## src/rtl/i2c_dispatch_pkg.sv

```systemverilog
// Shared definitions for the I2C command dispatcher: FSM states, STATUS layout
// and command-record field positions.
package i2c_dispatch_pkg;

    typedef enum logic [3:0] {
        S_IDLE,
        S_LD_DEV,
        S_LD_NB,
        S_LD_ADDR,
        S_LOAD,
        S_EXEC,
        S_WAIT,
        S_DRAIN,
        S_DONE,
        S_HOLD
    } state_t;

    localparam int ST_BUSY     = 0;
    localparam int ST_WEMPTY   = 1;
    localparam int ST_WFULL    = 2;
    localparam int ST_REMPTY   = 3;
    localparam int ST_RFULL    = 4;
    localparam int ST_ERR_FMT  = 5;
    localparam int ST_ERR_NACK = 6;
    localparam int ST_ERR_TMO  = 7;

    localparam int N_HI     = 7;
    localparam int N_LO     = 4;
    localparam int READ_BIT = 3;

    // Engines need a couple of cycles after EXECUTE before READY drops.
    localparam int READY_HOLDOFF = 2;

endpackage

```

## src/rtl/i2c_sync_fifo.sv

```systemverilog
// Single-clock first-word-fall-through FIFO; the head reads as 0 while empty
// so downstream outputs stay quiet after reset.
module i2c_sync_fifo #(
    parameter int AW = 5,
    parameter int W  = 8
) (
    input  logic         CLK40,
    input  logic         rst_fifo,
    input  logic [W-1:0] din,
    input  logic         we,
    input  logic         re,
    output logic [W-1:0] dout,
    output logic         full,
    output logic         empty
);

    localparam int DEPTH = 1 << AW;
    localparam logic [AW:0] FULL_CNT = {1'b1, {AW{1'b0}}};

    logic [W-1:0]  mem [DEPTH];
    logic [AW-1:0] wr_ptr;
    logic [AW-1:0] rd_ptr;
    logic [AW:0]   count;
    logic          do_wr;
    logic          do_rd;

    assign full  = (count == FULL_CNT);
    assign empty = (count == '0);
    assign do_wr = we && !full;
    assign do_rd = re && !empty;
    assign dout  = empty ? '0 : mem[rd_ptr];

    always_ff @(posedge CLK40) begin
        if (do_wr) mem[wr_ptr] <= din;
    end

    always_ff @(posedge CLK40 or posedge rst_fifo) begin
        if (rst_fifo) begin
            wr_ptr <= '0;
            rd_ptr <= '0;
            count  <= '0;
        end else begin
            if (do_wr) wr_ptr <= wr_ptr + 1'b1;
            if (do_rd) rd_ptr <= rd_ptr + 1'b1;
            case ({do_wr, do_rd})
                2'b10:   count <= count + 1'b1;
                2'b01:   count <= count - 1'b1;
                default: count <= count;
            endcase
        end
    end

endmodule

```

## src/rtl/i2c_cmd_dispatch.sv

```systemverilog
// Parses JTAG-fed command records, loads payload into the selected I2C port
// engines, fires EXECUTE and collects readback bytes.
module i2c_cmd_dispatch
    import i2c_dispatch_pkg::*;
#(
    parameter int N_PORTS   = 3,
    parameter int WFIFO_AW  = 5,
    parameter int RFIFO_AW  = 5,
    parameter int TIMEOUT_W = 16
) (
    input  logic                 CLK40,
    input  logic                 rst_fifo,
    input  logic [7:0]           WFIFO_DIN,
    input  logic                 WFIFO_WE,
    input  logic                 RFIFO_RE,
    output logic [7:0]           RFIFO_DOUT,
    input  logic                 I2C_START,
    output logic                 CLR_START,
    output logic [7:0]           STATUS,
    output logic [N_PORTS-1:0]   ENG_SEL,
    output logic                 LOAD_N_BYTE,
    output logic [3:0]           N_BYTES,
    output logic                 READ,
    output logic                 LOAD_ADDR,
    output logic [3:0]           WRT_ADDR,
    output logic [7:0]           WRT_DATA,
    output logic                 WRT_ENA,
    output logic                 EXECUTE,
    input  logic [N_PORTS-1:0]   ENG_READY,
    input  logic [N_PORTS-1:0]   ENG_NACK,
    input  logic [N_PORTS-1:0]   ENG_RBK_WE,
    input  logic [8*N_PORTS-1:0] ENG_RBK_DATA
);

    localparam logic [8:0] ONE9      = 9'd1;
    localparam logic [7:0] PORT_MASK = 8'((ONE9 << N_PORTS) - ONE9);

    state_t                state, state_nx;
    logic [N_PORTS-1:0]    eng_sel;
    logic [3:0]            n_bytes;
    logic                  read_cmd;
    logic                  load_nb;
    logic [3:0]            wrt_addr;
    logic [TIMEOUT_W-1:0]  tmo_cnt;
    logic                  err_fmt, err_nack, err_tmo;

    logic [7:0] w_head;
    logic       w_full, w_empty, r_full, r_empty;
    logic       w_pop;
    logic       rbk_we;
    logic [7:0] rbk_data;

    logic head_bad, ready_ok;
    logic clr_err, set_fmt, set_nack, set_tmo, lat_sel, lat_nb;
    logic load_addr, wrt_ena, execute, clr_start;

    i2c_sync_fifo #(.AW(WFIFO_AW), .W(8)) u_wfifo (
        .CLK40    (CLK40),
        .rst_fifo (rst_fifo),
        .din      (WFIFO_DIN),
        .we       (WFIFO_WE),
        .re       (w_pop),
        .dout     (w_head),
        .full     (w_full),
        .empty    (w_empty)
    );

    i2c_sync_fifo #(.AW(RFIFO_AW), .W(8)) u_rfifo (
        .CLK40    (CLK40),
        .rst_fifo (rst_fifo),
        .din      (rbk_data),
        .we       (rbk_we),
        .re       (RFIFO_RE),
        .dout     (RFIFO_DOUT),
        .full     (r_full),
        .empty    (r_empty)
    );

    // Lowest-index selected port owns the readback path; iterate downward so it wins.
    always_comb begin
        rbk_we   = 1'b0;
        rbk_data = '0;
        for (int p = N_PORTS - 1; p >= 0; p--) begin
            if (eng_sel[p]) begin
                rbk_we   = ENG_RBK_WE[p];
                rbk_data = ENG_RBK_DATA[8*p +: 8];
            end
        end
    end

    assign head_bad = (w_head == 8'h00) || (|(w_head & ~PORT_MASK));
    assign ready_ok = (tmo_cnt >= TIMEOUT_W'(READY_HOLDOFF)) &&
                      ((ENG_READY & eng_sel) == eng_sel);

    always_comb begin
        state_nx  = state;
        w_pop     = 1'b0;
        clr_err   = 1'b0;
        set_fmt   = 1'b0;
        set_nack  = 1'b0;
        set_tmo   = 1'b0;
        lat_sel   = 1'b0;
        lat_nb    = 1'b0;
        load_addr = 1'b0;
        wrt_ena   = 1'b0;
        execute   = 1'b0;
        clr_start = 1'b0;
        case (state)
            S_IDLE: begin
                if (I2C_START) begin
                    if (!w_empty) begin
                        clr_err  = 1'b1;
                        state_nx = S_LD_DEV;
                    end else begin
                        state_nx = S_DONE;
                    end
                end
            end
            S_LD_DEV: begin
                w_pop = 1'b1;
                if (w_empty || head_bad) begin
                    set_fmt  = 1'b1;
                    state_nx = S_DRAIN;
                end else begin
                    lat_sel  = 1'b1;
                    state_nx = S_LD_NB;
                end
            end
            S_LD_NB: begin
                if (w_empty) begin
                    set_fmt  = 1'b1;
                    state_nx = S_DRAIN;
                end else begin
                    w_pop    = 1'b1;
                    lat_nb   = 1'b1;
                    state_nx = S_LD_ADDR;
                end
            end
            S_LD_ADDR: begin
                load_addr = 1'b1;
                state_nx  = read_cmd ? S_EXEC : S_LOAD;
            end
            S_LOAD: begin
                if (w_empty) begin
                    set_fmt  = 1'b1;
                    state_nx = S_DRAIN;
                end else begin
                    wrt_ena = 1'b1;
                    w_pop   = 1'b1;
                    // n_bytes of 0 wraps to 15 here, giving the 16-byte case.
                    if (wrt_addr == n_bytes - 4'd1) state_nx = S_EXEC;
                end
            end
            S_EXEC: begin
                execute  = 1'b1;
                state_nx = S_WAIT;
            end
            S_WAIT: begin
                if (ready_ok) begin
                    set_nack = |(ENG_NACK & eng_sel);
                    state_nx = w_empty ? S_DONE : S_LD_DEV;
                end else if (&tmo_cnt) begin
                    set_tmo  = 1'b1;
                    state_nx = S_DRAIN;
                end
            end
            S_DRAIN: begin
                if (w_empty) state_nx = S_DONE;
                else         w_pop    = 1'b1;
            end
            S_DONE: begin
                clr_start = 1'b1;
                state_nx  = S_HOLD;
            end
            S_HOLD: begin
                if (!I2C_START) state_nx = S_IDLE;
            end
            default: state_nx = S_IDLE;
        endcase
    end

    always_ff @(posedge CLK40 or posedge rst_fifo) begin
        if (rst_fifo) begin
            state    <= S_IDLE;
            eng_sel  <= '0;
            n_bytes  <= '0;
            read_cmd <= 1'b0;
            load_nb  <= 1'b0;
            wrt_addr <= '0;
            tmo_cnt  <= '0;
            err_fmt  <= 1'b0;
            err_nack <= 1'b0;
            err_tmo  <= 1'b0;
        end else begin
            state   <= state_nx;
            load_nb <= lat_nb;
            if (state == S_LD_DEV) eng_sel <= lat_sel ? w_head[N_PORTS-1:0] : '0;
            if (lat_nb) begin
                n_bytes  <= w_head[N_HI:N_LO];
                read_cmd <= w_head[READ_BIT];
            end
            if (load_addr)    wrt_addr <= '0;
            else if (wrt_ena) wrt_addr <= wrt_addr + 4'd1;
            if (execute)                            tmo_cnt <= '0;
            else if (state == S_WAIT && !(&tmo_cnt)) tmo_cnt <= tmo_cnt + 1'b1;
            if (clr_err) begin
                err_fmt  <= 1'b0;
                err_nack <= 1'b0;
                err_tmo  <= 1'b0;
            end else begin
                if (set_fmt)  err_fmt  <= 1'b1;
                if (set_nack) err_nack <= 1'b1;
                if (set_tmo)  err_tmo  <= 1'b1;
            end
        end
    end

    always_comb begin
        STATUS              = '0;
        STATUS[ST_BUSY]     = (state != S_IDLE);
        STATUS[ST_WEMPTY]   = w_empty;
        STATUS[ST_WFULL]    = w_full;
        STATUS[ST_REMPTY]   = r_empty;
        STATUS[ST_RFULL]    = r_full;
        STATUS[ST_ERR_FMT]  = err_fmt;
        STATUS[ST_ERR_NACK] = err_nack;
        STATUS[ST_ERR_TMO]  = err_tmo;
    end

    assign ENG_SEL     = eng_sel;
    assign LOAD_N_BYTE = load_nb;
    assign N_BYTES     = n_bytes;
    assign READ        = read_cmd;
    assign LOAD_ADDR   = load_addr;
    assign WRT_ADDR    = wrt_addr;
    assign WRT_DATA    = w_head;
    assign WRT_ENA     = wrt_ena;
    assign EXECUTE     = execute;
    assign CLR_START   = clr_start;

endmodule
```

## config.mk

```make
export PLATFORM = sky130hd
export DESIGN_NAME = i2c_cmd_dispatch
export DESIGN_NICKNAME = d
export VERILOG_FILES = /design/src/rtl/i2c_dispatch_pkg.sv /design/src/rtl/i2c_sync_fifo.sv /design/src/rtl/i2c_cmd_dispatch.sv
export SDC_FILE = /design/constraint.sdc
export NUM_CORES = 1
export LEC_CHECK = 0
export CELL_PAD_IN_SITES_DETAIL_PLACEMENT = 0
export CELL_PAD_IN_SITES_GLOBAL_PLACEMENT = 2
export CORE_MARGIN = 2
export CORE_UTILIZATION = 44
export DETAILED_ROUTE_END_ITERATION = 8
export DONT_BUFFER_PORTS = 1
export HOLD_SLACK_MARGIN = 0.06
export PLACE_DENSITY_LB_ADDON = 0.1
export SETUP_SLACK_MARGIN = 0.02
export SYNTH_ARGS = -nofsm -noshare
export SYNTH_HDL_FRONTEND = slang
export SYNTH_SLANG_ARGS = --single-unit
export TNS_END_PERCENT = 5
```

## constraint.sdc

```tcl
create_clock -name CLK40 -period 3 [get_ports CLK40]
set_input_delay 0.3 -clock CLK40 [delete_from_list [all_inputs] [get_ports CLK40]]
set_output_delay 0.3 -clock CLK40 [all_outputs]
set_load 0.005 [all_outputs]
```

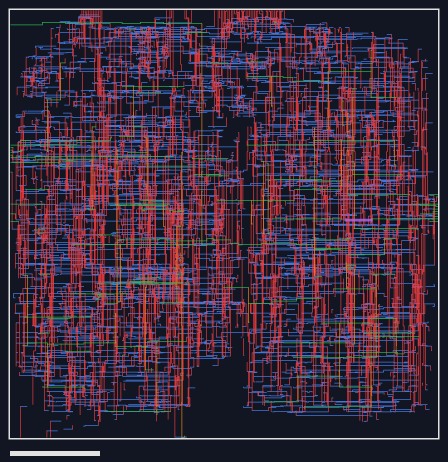
Figure 1: run 1, signal wires by layer.
The bar under the picture is 50 µm long.
blue -> metal 1  # wire length 23.1 mm
purple -> metal 5  # wire length 13.8 µm
orange -> metal 4  # wire length 1450 µm
red -> metal 2  # wire length 29.0 mm
green -> metal 3  # wire length 2330 µm

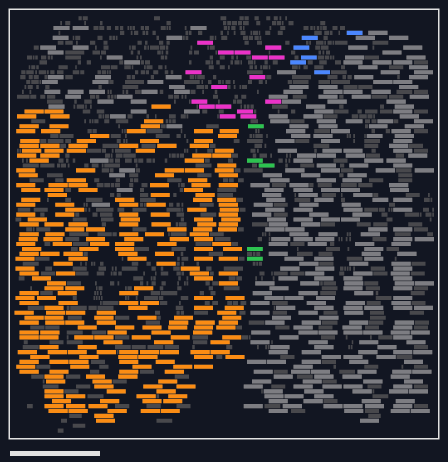
Figure 2: run 1, register map, names as in the netlist.
The bar under the picture is 50 µm long. Other sequential cells in the stronger grey, the rest of the logic in the fainter grey.
magenta -> tmo_cnt  # sequential cells 16, where north
blue -> u_rfifo.count  # sequential cells 6
green -> u_rfifo.wr_ptr  # sequential cells 5
orange -> u_wfifo.mem  # sequential cells 256
not coloured = 297

==> CHANGELOG.md, run 1 <==
### Implementation results

* Outcome: complete, but fails checks
* Failing checks: negative setup slack
* R2R Path End: u_wfifo.count[5]
* Req. time, crit path at roughly 2700 ps
* Top cell area share at between 60 and 70%
* Vias at around 12000
* Routed WL at 55900 µm
* Final core occ at approximately half
* FP Rows at about 85
* Comb/total area at 23.5%
* Simple share at roughly 5.6%
* DRT Pass-1 Iters at 5
* FF/Latch Area at 17100 µm²
* CTS tree: built
* Number of enable flip-flop cells at 512
* Non-Filler Instances at around 2200
* Syn nets at around 1400
* Total negative setup slack at -344 ps
* Max layer used: met5
* Dominant Register Cell: edfxtp_1
* Post-Synth XOR/XNOR Area at roughly 1.8%
* Largest registers: u_rfifo.mem (256), u_wfifo.mem (256), tmo_cnt (16)
* Ant diodes at 2
* Final setup margin at -73.4 ps
* Post-route cell area at ~28000 µm²
* Distinct cells, synth at between 60 and 70
* Hold Startpoint: ENG_NACK[1]
* Tool Warnings at 36
* Worst rel slew slack at 22.2%
* Met3 WL at between 2000 and 2500 µm
* Vias in the first global route at approximately 12000
* Internal at ~19 mW
* Seq area share at 61.4%
* Bufs w/o clock at roughly 110
* Chip width at ~240 µm
* Setup Slack @ Placement at a little over 20 ps
* Met1 GRT Util at 25.7%
* Core area at about 54000 µm²
* CP Class: reg2out
* Area after DPL at between 20000 and 30000 µm²
* Maximum VDD drop at around 0.00064 V
* Worst Path Arrival at around 2800 ps
* Antenna-violating nets left at 0
* HPWL Detailed at about 35000 µm
* Most common cell in the netlist: edfxtp_1
* Maximum fanout along the worst path at 5
* Layout cells sized above 1 at between 20% and 30%
* Hold Path Depth at 4
* Logic inverters at 33
* Avg WL per Cell at 25.5 µm
* CTS Buffer Depth at 3
* Adder Area Share at around 1.4%
* Number of H-tree levels at 2
* Synth mux share at ~14%
* Seq group at about 11 mW
* Setup Skew at 11.6 ps
* Final Wtd Congestion at 0.774
* Logic area at approximately 6500 µm²
* Switching fraction of total power at around a third
* Cell accounting for the most synthesized area: edfxtp_1
* I/O Pins at slightly below 90
* Via/cell ratio at 5.56
* Async S/R FF share, synth at a little under an eighth
* Leak Pwr at between 9 and 10 nW
* Clk tree area frac at under 10%
* DRC at 0
* Biggest Area Class: sequential cells
* DR WL met2 at a little under 30000 µm
* Hold_buf cts at 18
* Switching power total at just over 9 mW
* Gr busiest metal: met2
* Pwr dens at 1010 nW/µm²
* Comb gates at roughly 650
* Clock buffer count at roughly 80
* Cell area leaders: edfxtp_1 64%, mux4_2 12%, dfrtp_1 7.1%
* Max-cap violations at 0
* Cells along the critical path: buf_12 > mux4_2 > mux2_4 > a221oi_4 > buf_4 > a211o_1 > buf_6 > inv_2
* Area reported by Yosys stat at between 20000 and 25000 µm²
* Max incr delay on CP at about 500 ps
* Unrepaired setup endpoints after global routing: yes
* Die height at between 200 and 250 µm
* Worst hold slack at between 100 and 150 ps
* Post-cts repair resize count at 21
* Logic power comb at between 10 and 15 mW
* Final setup violation count at 10
* Hold Fails Final Rpt at 0
* Top pwr grp: sequential cells
* Fin crit share at 102%
* Fin crit period at around 3000 ps
* Global-route wire length before repair at 81400 µm
* Slew Limit Fails at 0
* Metal-1 WL at roughly 23000 µm
* Num CTS Buffers at ~60
* Slack of the worst reg-to-reg path at approximately 110 ps
* CP Buf/Inv Count at 4
* CP Capture Type: primary output
* Congestion Overflow GR at 0
* Number of synthesis warnings at 0
* Initial DRC count at roughly 700
* Post-synth top cells: 512 x edfxtp_1, 130 x mux4_2, 120 x nor2_1
* Worst setup path startpoint: u_wfifo.rd_ptr[0]
* Top logic family: multiplexers
* Registers, synthesis at between 500 and 600
* Hold Path End: err_nack
* Reg2reg start: u_wfifo.count[1]
* Met2 Use GR at around a third
* Register area share after synthesis at between 70% and 80%
* Setup Buffers After CTS at 10
* Sequential group share of total power at 37.4%
* Stages on the worst setup path at 8
* Last element of the critical path: WRT_DATA[5]
* Total Routing Usage GR at around 20%
* Largest net degree at the start of global routing at about 40
* Syn Inst Count at 1335
* Top delay family on crit path: multiplexers
* Net count, final at around 1500
* Antenna violations before repair at 2
* Met3 Usage GRT at under 10%
* Syn_area_per_cell at between 15 and 20 µm²
* Area delta synth->final at 16.5%
* Clock Power Share at a little over a quarter
* Most instantiated logic cells after routing: 512 x edfxtp_1, 130 x mux4_2, 120 x nor2_1
* Min-delay worst type: in2reg
* Filler Cell Count at ~4400
* Critical Path Source Type: flop
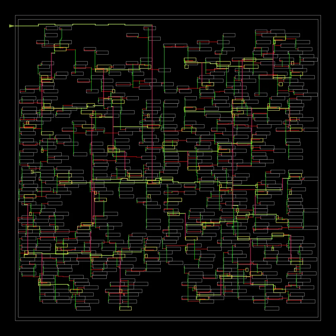
Figure 3: run 1, clock wiring as the flow saved it.
Num Clock Sinks: 580
clock-net power: 7.63 mW
flop count: 580
Late-Pin Clk Latency: 610 ps

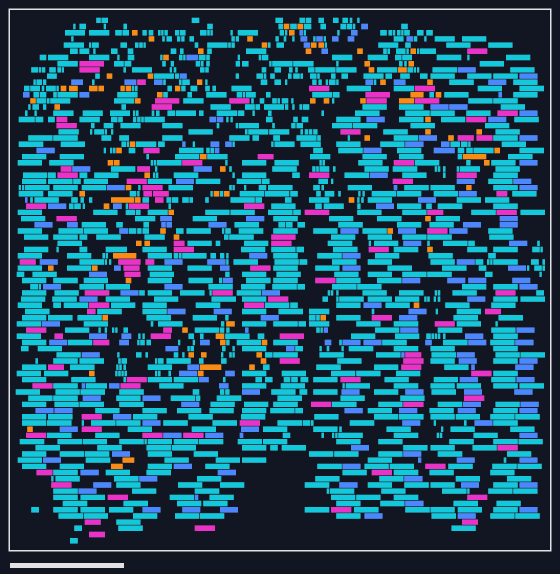
Figure 4: run 1, sizing map.
The bar under the picture is 50 µm long.
blue -> _2 cells  # cells 189, most used mux4_2
cyan -> _0 and _1 cells  # cells 1105, most used edfxtp_1
magenta -> _6 and larger  # cells 102, most used clkbuf_16
orange -> _3 and _4 cells  # cells 95, most used buf_4

Figure 5. Nets reached from selected ports (run 1).
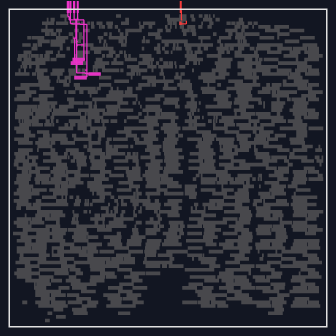

==> inputs of run 2 (changes only) <==
--- a/config.mk
+++ b/config.mk
@@ -7,6 +7,7 @@
 export LEC_CHECK = 0
 export CELL_PAD_IN_SITES_DETAIL_PLACEMENT = 0
 export CELL_PAD_IN_SITES_GLOBAL_PLACEMENT = 2
+export CORE_ASPECT_RATIO = 2
 export CORE_MARGIN = 2
 export CORE_UTILIZATION = 44
 export DETAILED_ROUTE_END_ITERATION = 8
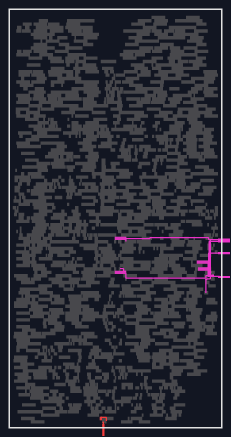
Figure 6: run 2, nets reached from selected ports.
magenta -> N_BYTES  # bits 4, direction output, edge east, end cells 4, buffers 0, wire 296 µm
red -> rst_fifo  # bits 1, direction input, edge south, end cells 1, buffers 1, wire 11.6 µm

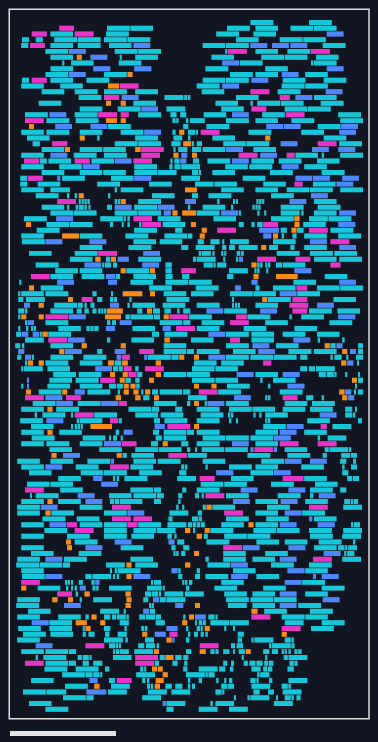
Figure 7: run 2, sizing map.
The bar under the picture is 50 µm long.
cyan -> _0 and _1 cells  # cells 1096, most used edfxtp_1
blue -> _2 cells  # cells 186, most used mux4_2
orange -> _3 and _4 cells  # cells 135, most used buf_4
magenta -> _6 and larger  # cells 100, most used clkbuf_16

==> CHANGELOG.md, run 2 <==
### Implementation results

* FP Rows at 120 (+41%)
* Worst rel slew slack at 34.7% (+13 points)
* Hold Path End: u_wfifo.wr_ptr[0]
* Die height at 334 µm (+41%)
* Outcome: complete, but fails checks
* Post-route cell area at 27900 µm² (+0.14%)
* Largest net degree at the start of global routing at 46 (+15%)
* Syn_area_per_cell at 17.9 µm² (unchanged)
* Clk tree area frac at 6.04% (-1.3 points)
* Worst Path Arrival at 2750 ps (-20 ps)
* Setup Slack @ Placement at 40.9 ps (+20.7 ps)
* Most common cell in the netlist: edfxtp_1
* Final setup margin at -45.9 ps (+27.6 ps)
* Last element of the critical path: WRT_DATA[4]
* Synth mux share at 14.4% (unchanged)
* Net count, final at 1547 (+2.3%)
* Met1 GRT Util at 23.8% (-2.0 points)
* Post-Synth XOR/XNOR Area at 1.83% (unchanged)
* Initial DRC count at 841 (+21%)
* Hold_buf cts at 18 (unchanged)
* Failing checks: negative setup slack
* Congestion Overflow GR at 0 (unchanged)
* Total negative setup slack at -116 ps (+228 ps)
* Core area at 53600 µm² (-0.40%)
* DRT Pass-1 Iters at 5 (unchanged)
* Register area share after synthesis at 71.4% (unchanged)
* Vias at 12464 (+2.5%)
* Tool Warnings at 36 (unchanged)
* Fin crit period at 3050 ps (-27.6 ps)
* Area reported by Yosys stat at 23900 µm² (unchanged)
* Area after DPL at 25300 µm² (+0.33%)
* Registers, synthesis at 580 (unchanged)
* Worst setup path startpoint: u_wfifo.rd_ptr[0]
* Logic power comb at 11.1 mW (+10%)
* Leak Pwr at 9.59 nW (+0.65%)
* Gr busiest metal: met2
* CP Buf/Inv Count at 4 (unchanged)
* Seq group at 10.6 mW (about the same)
* Top cell area share at 64.3% (unchanged)
* I/O Pins at 87 (unchanged)
* Most instantiated logic cells after routing: 512 x edfxtp_1, 130 x mux4_2, 120 x nor2_1
* Logic area at 6570 µm² (+0.42%)
* Min-delay worst type: in2reg
* Clock buffer count at 73 (-6.4%)
* Req. time, crit path at 2700 ps (about the same)
* Routed WL at 61000 µm (+9.1%)
* Final setup violation count at 4 (-6)
* Pwr dens at 1020 nW/µm² (+0.31%)
* Logic inverters at 33 (unchanged)
* Top pwr grp: combinational cells
* Dominant Register Cell: edfxtp_1
* Vias in the first global route at 13359 (+7.8%)
* DRC at 0 (unchanged)
* Worst hold slack at 155 ps (+52.6 ps)
* Antenna-violating nets left at 0 (unchanged)
* Post-cts repair resize count at 32 (+52%)
* Reg2reg start: u_wfifo.rd_ptr[0]
* Num Clock Sinks at 580 (unchanged)
* Final Wtd Congestion at 0.829 (+7.2%)
* Comb gates at 651 (unchanged)
* CP Class: reg2out
* FF/Latch Area at 17100 µm² (about the same)
* Post-synth top cells: 512 x edfxtp_1, 130 x mux4_2, 120 x nor2_1
* Setup Buffers After CTS at 25 (+15)
* Seq area share at 61.3% (-0.097 points)
* Max-cap violations at 0 (unchanged)
* Adder Area Share at 1.42% (unchanged)
* CTS tree: built
* Top logic family: multiplexers
* Metal-1 WL at 21400 µm (-7.5%)
* HPWL Detailed at 43200 µm (+22%)
* Num CTS Buffers at 51 (-15%)
* Bufs w/o clock at 158 (+39%)
* Clock-net power at 6.64 mW (-13%)
* Met2 Use GR at 43.8% (+9.0 points)
* Layout cells sized above 1 at 27.8% (+1.9 points)
* Chip width at 169 µm (-29%)
* Largest registers: u_rfifo.mem (256), u_wfifo.mem (256), tmo_cnt (16)
* Slack of the worst reg-to-reg path at 70 ps (-40 ps)
* Cell area leaders: edfxtp_1 64%, mux4_2 12%, dfrtp_1 7.1%
* Antenna violations before repair at 2 (unchanged)
* Syn nets at 1407 (unchanged)
* Top delay family on crit path: multiplexers
* Comb/total area at 23.6% (+0.065 points)
* R2R Path End: state[0]
* Hold Fails Final Rpt at 0 (unchanged)
* Filler Cell Count at 4362 (-0.77%)
* Stages on the worst setup path at 8 (unchanged)
* Maximum fanout along the worst path at 8 (+3)
* Unrepaired setup endpoints after global routing: yes
* CP Capture Type: primary output
* Max layer used: met5
* Met3 Usage GRT at 2.68% (-0.45 points)
* Non-Filler Instances at 2188 (-0.046%)
* Area delta synth->final at 16.6%
* Met3 WL at 2290 µm (-1.4%)
* Avg WL per Cell at 27.9 µm (+9.1%)
* Flop count at 580 (unchanged)
* Distinct cells, synth at 65 (unchanged)
* Number of synthesis warnings at 0 (unchanged)
* Async S/R FF share, synth at 11.7% (unchanged)
* Internal at 18.8 mW (-1.7%)
* CTS Buffer Depth at 3 (unchanged)
* Combinational power share at 39.3%
* Simple share at 5.62% (unchanged)
* Syn Inst Count at 1335 (unchanged)
* Final core occ at 52.0% (+0.28 points)
* Clock Power Share at 23.4% (-3.6 points)
* Fin crit share at 102% (-0.92 points)
Power is estimated from default activity; no workload was simulated.
